### config.mk
export PLATFORM = sky130hd
export DESIGN_NAME = pwm_multi_ch
export DESIGN_NICKNAME = d
export VERILOG_FILES = /design/src/rtl/pwm_multi_ch.sv
export SDC_FILE = /design/constraint.sdc
export NUM_CORES = 1
export LEC_CHECK = 0
export ABC_AREA = 1
export CORE_MARGIN = 3
export CORE_UTILIZATION = 59
export CTS_CLUSTER_DIAMETER = 60
export DETAILED_ROUTE_END_ITERATION = 8
export GPL_ROUTABILITY_DRIVEN = 0
export PLACE_DENSITY = 0.8
export SYNTH_ARGS = -nofsm -noshare
export SYNTH_HDL_FRONTEND = slang
export SYNTH_SLANG_ARGS = --single-unit
export TNS_END_PERCENT = 5
### constraint.sdc
create_clock -name clk -period 4.59 [get_ports clk]
set_input_delay 1.1475 -clock clk [delete_from_list [all_inputs] [get_ports clk]]
set_output_delay 1.1475 -clock clk [all_outputs]
set_load 0.05 [all_outputs]
### src/rtl/pwm_multi_ch.sv
// pwm_multi_ch
//   Multi-channel double-buffered PWM generator. All channels share one
//   prescaler and one counter; each channel compares the counter against its
//   own active duty value. Duty writes land in shadow registers and, along
//   with the period input, are copied to the active registers only at the
//   period boundary (wrap), so an output never changes mid-period.
//
//   Optional build macro: PWM_CENTER_ALIGN_EN
//     undefined : edge-aligned up-counter, 0..act_period then wrap to 0
//     defined   : up/down counter; each end value is held for one tick and
//                 the wrap (buffer load, period_start) happens at the bottom
//
// Ports
//   clk           clock
//   rst           asynchronous reset, active-high
//   enable        run enable; low holds prescaler/counter at 0, outputs low,
//                 and keeps the active registers tracking shadow/period
//   prescale      a counter tick occurs every prescale+1 clocks
//   period        counter top value, sampled at wrap (or while disabled)
//   wr_en         write strobe for one duty shadow register
//   wr_ch         shadow register selected; values >= CHANNELS are ignored
//   wr_duty       duty value in ticks high per period
//   pwm_out       registered PWM outputs, one per channel
//   period_start  one-clock pulse, registered copy of the wrap event
module pwm_multi_ch #(
  parameter int unsigned CHANNELS = 4,
  parameter int unsigned BITS     = 8,
  parameter int unsigned PRESC_W  = 8,
  parameter int unsigned CH_W     = 2
) (
  input  logic                clk,
  input  logic                rst,
  input  logic                enable,
  input  logic [PRESC_W-1:0]  prescale,
  input  logic [BITS-1:0]     period,
  input  logic                wr_en,
  input  logic [CH_W-1:0]     wr_ch,
  input  logic [BITS-1:0]     wr_duty,
  output logic [CHANNELS-1:0] pwm_out,
  output logic                period_start
);

  logic [PRESC_W-1:0]  presc;
  logic [PRESC_W-1:0]  presc_next;
  logic [BITS-1:0]     cnt;
  logic [BITS-1:0]     cnt_next;
  logic [BITS-1:0]     act_period;
  logic [BITS-1:0]     shadow   [CHANNELS];
  logic [BITS-1:0]     act_duty [CHANNELS];
  logic [CHANNELS-1:0] pwm_next;
  logic                tick;
  logic                wrap;
  logic                load;

  // Prescaler: counts 0..prescale, tick on the compare. A prescale change is
  // not buffered and simply applies at the next compare.
  always_comb begin
    tick       = enable && (presc == prescale);
    presc_next = presc + PRESC_W'(1);
    if (!enable || tick) begin
      presc_next = '0;
    end
  end

`ifdef PWM_CENTER_ALIGN_EN
  typedef enum logic {
    DIR_UP,
    DIR_DOWN
  } dir_t;

  dir_t dir;
  dir_t dir_next;

  // Up/down counter. Reaching either end flips the direction without moving
  // the count, so both end values last one full tick. The wrap is the held
  // bottom value, where the next tick starts counting up again.
  always_comb begin
    dir_next = dir;
    cnt_next = cnt;
    wrap     = tick && (dir == DIR_DOWN) && (cnt == '0);
    if (!enable) begin
      dir_next = DIR_UP;
      cnt_next = '0;
    end else if (tick) begin
      if (dir == DIR_UP) begin
        if (cnt == act_period) begin
          dir_next = DIR_DOWN;
        end else begin
          cnt_next = cnt + BITS'(1);
        end
      end else begin
        if (cnt == '0) begin
          dir_next = DIR_UP;
        end else begin
          cnt_next = cnt - BITS'(1);
        end
      end
    end
  end

  always_ff @(posedge clk or posedge rst) begin
    if (rst) begin
      dir <= DIR_UP;
    end else begin
      dir <= dir_next;
    end
  end
`else
  // Edge-aligned up-counter wrapping to 0 after act_period.
  always_comb begin
    cnt_next = cnt;
    wrap     = tick && (cnt == act_period);
    if (!enable || wrap) begin
      cnt_next = '0;
    end else if (tick) begin
      cnt_next = cnt + BITS'(1);
    end
  end
`endif

  // Active registers follow the buffered values at every wrap and
  // continuously while disabled, so new settings apply as enable rises.
  assign load = wrap || !enable;

  always_comb begin
    pwm_next = '0;
    for (int unsigned i = 0; i < CHANNELS; i++) begin
      pwm_next[i] = enable && (cnt < act_duty[i]);
    end
  end

  always_ff @(posedge clk or posedge rst) begin
    if (rst) begin
      presc        <= '0;
      cnt          <= '0;
      act_period   <= '1;
      pwm_out      <= '0;
      period_start <= 1'b0;
      for (int unsigned i = 0; i < CHANNELS; i++) begin
        shadow[i]   <= '0;
        act_duty[i] <= '0;
      end
    end else begin
      presc        <= presc_next;
      cnt          <= cnt_next;
      pwm_out      <= pwm_next;
      period_start <= wrap;
      if (load) begin
        act_period <= period;
      end
      for (int unsigned i = 0; i < CHANNELS; i++) begin
        // A write coincident with a load reaches only the shadow; the active
        // register takes the previous shadow value via non-blocking semantics.
        if (wr_en && (32'(wr_ch) == i)) begin
          shadow[i] <= wr_duty;
        end
        if (load) begin
          act_duty[i] <= shadow[i];
        end
      end
    end
  end

endmodule

final_congestion.png
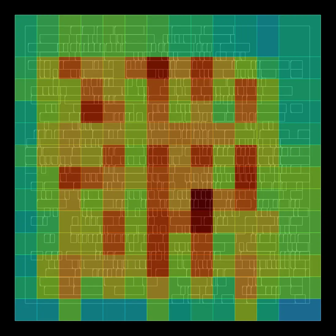
Final Util: 69.0%
Global Route Usage Sum: 23.1%
met3 Usage GRT: 3.99%
wire per inst: 13.4 µm

met4.png
(4 px per µm) Supply wires on this layer in gray.
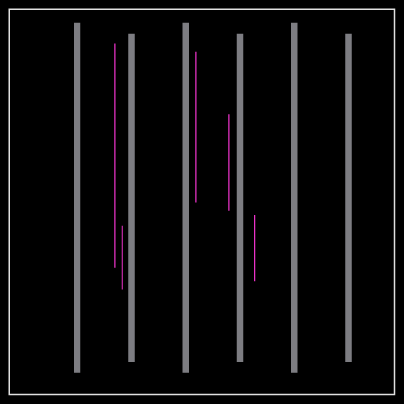
longest straight run = 55.8 µm
share of all routed wire = 1.6%

density.png
(4 px per µm) The die is cut into 10 by 10 equal tiles; dark blue is low, red is high, 0 to 100% covered.
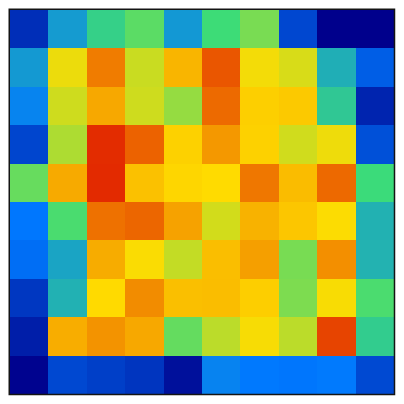
tiles over 75% full = 38%
fullest tile = 95%
mean over tiles = 57%
nearly empty tiles = 3.0%
densest ninth of the die = center

port_nets.png
(3 px per µm)
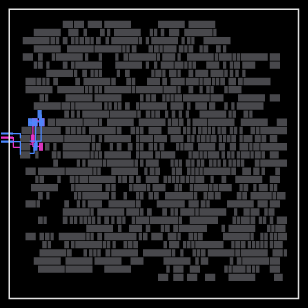
blue -> wr_ch  # bits 2, direction input, edge west, end cells 5, buffers 2, wire 43.3 µm
magenta -> wr_en  # bits 1, direction input, edge west, end cells 4, buffers 1, wire 21.0 µm

==> summary.txt <==
fresh numbers from the pnr run: outcome complete, no violations, hold crit path type reg -> reg, flop share of the area 43.6%, Slew HR around 30%, Starting DRT DRC Count between 150 and 200, Max Slew Vio Count 0, worst setup margin around 1700 ps, RSZ-0062 raised after global routing no, WP data arrival ~3200 ps, comb pwr around 290 µW, Crit. Startpoint prescale[7], met2 WL between 4000 and 5000 µm, die extent in x roughly 96 µm, Top cell area share 44.6%, GR met2 Demand/Resource about 39%, Root Buffer clkbuf_8, top cells, area dfrtp_1, nand2_1, ha_1, number of enable flip-flop cells 0, flops & latches, synth between 90 and 100, Port-buffer cells 34, met1 GRT Util 30.5%, area delta synth->final 12.4%, wire length of the first global-routing pass 16600 µm, hold path cells 2, fin crit share 62.8%, cell count after synthesis a little under 600, Period minus WS final 2880 ps, worst endpoint required time 4880 ps, Synth mux share 0%, internal power ~1300 µW, clk pwr between 500 and 600 µW, combinational gate count approximately 390, clock sink total 93, wl on met1 around 4400 µm, YS warnings 0, Die Ht 95.9 µm, Hold Fails Final Rpt 0, WP depth 11, power density over the cells 348 mW/mm², combinational share of cell area a little under two fifths, most instantiated cells after synthesis nand2_1, dfrtp_1, inv_1, nand3_1, o21ai_0, CP Class in -> reg, Simple Share, Synth a little over a quarter, vias 3790, post-CTS sizing 0, clk_skew between 10 and 15 ps, Log Warnings 26, inverter count around 75, Top Metal Used met4, worst reg2reg path depth 10, VDD IR max around 210 µV, final setup fails 0, fill count roughly 630, switch share 29.8%, post-synthesis sequential area ratio between 40% and 50%, combinational fraction of design power 15.6%, average size of a mapped cell a little over 8 µm², postcts setup bufs 0, Placement Rows 32, FMAX 347 MHz, met3 WL 418 µm, worst slack, placed 1380 ps, max incr delay on CP ~480 ps, Latency at later pin around 370 ps, leading power group registers, Critical R2R Capture act_duty[26], CTS tree built, Synth Area in Adders about 8%, critical path launch point type input port, Synth top cell by count nand2_1, cts hold-fix bufs 0, final WL between 9000 and 10000 µm, dpl cells about 700, Max clock buf depth 2, top cell category sequential cells, XOR Share, Synth around 2.6%, Min Hold Slack 478 ps, core area a little under 0.008 mm², cell area after layout around 0.0054 mm², Synth cell types 23, H-Tree Depth 3, remaining global-route overflow 0, initial antenna violation count 0, # diodes 0, launch point of the worst hold path shadow[27], syn nets about 640, clock buffer count 9, chip area 0.00920 mm², WP buf/inv 2, TritonCTS buffer count 9
## cells in the final DEF (no fill, tap or decap), types with 2 or more instances in the layout
master / netlist / routed
nand4_1: 15 / 15
clkinv_4: 0 / 2
xor2_1: 13 / 13
clkbuf_8: 0 / 9
dfstp_2: 8 / 8
o21ai_0: 38 / 38
nand2_1: 180 / 180
nand3_1: 58 / 58
a21oi_1: 13 / 13
ha_1: 30 / 30
nand2_4: 2 / 2
buf_4: 0 / 3
inv_1: 70 / 69
a211oi_1: 4 / 4
nor2_1: 32 / 32
clkdlybuf4s50_1: 0 / 33
inv_6: 0 / 2
nor3_1: 4 / 4
dfrtp_1: 85 / 85
inv_2: 5 / 5
## state kept, by name, indices dropped and copies added, names as in the netlist
name,count
act_duty,32
act_period,8
period_start,1
cnt,8
presc,8
pwm_out,4
shadow,32
Power and IR drop assume default switching activity.
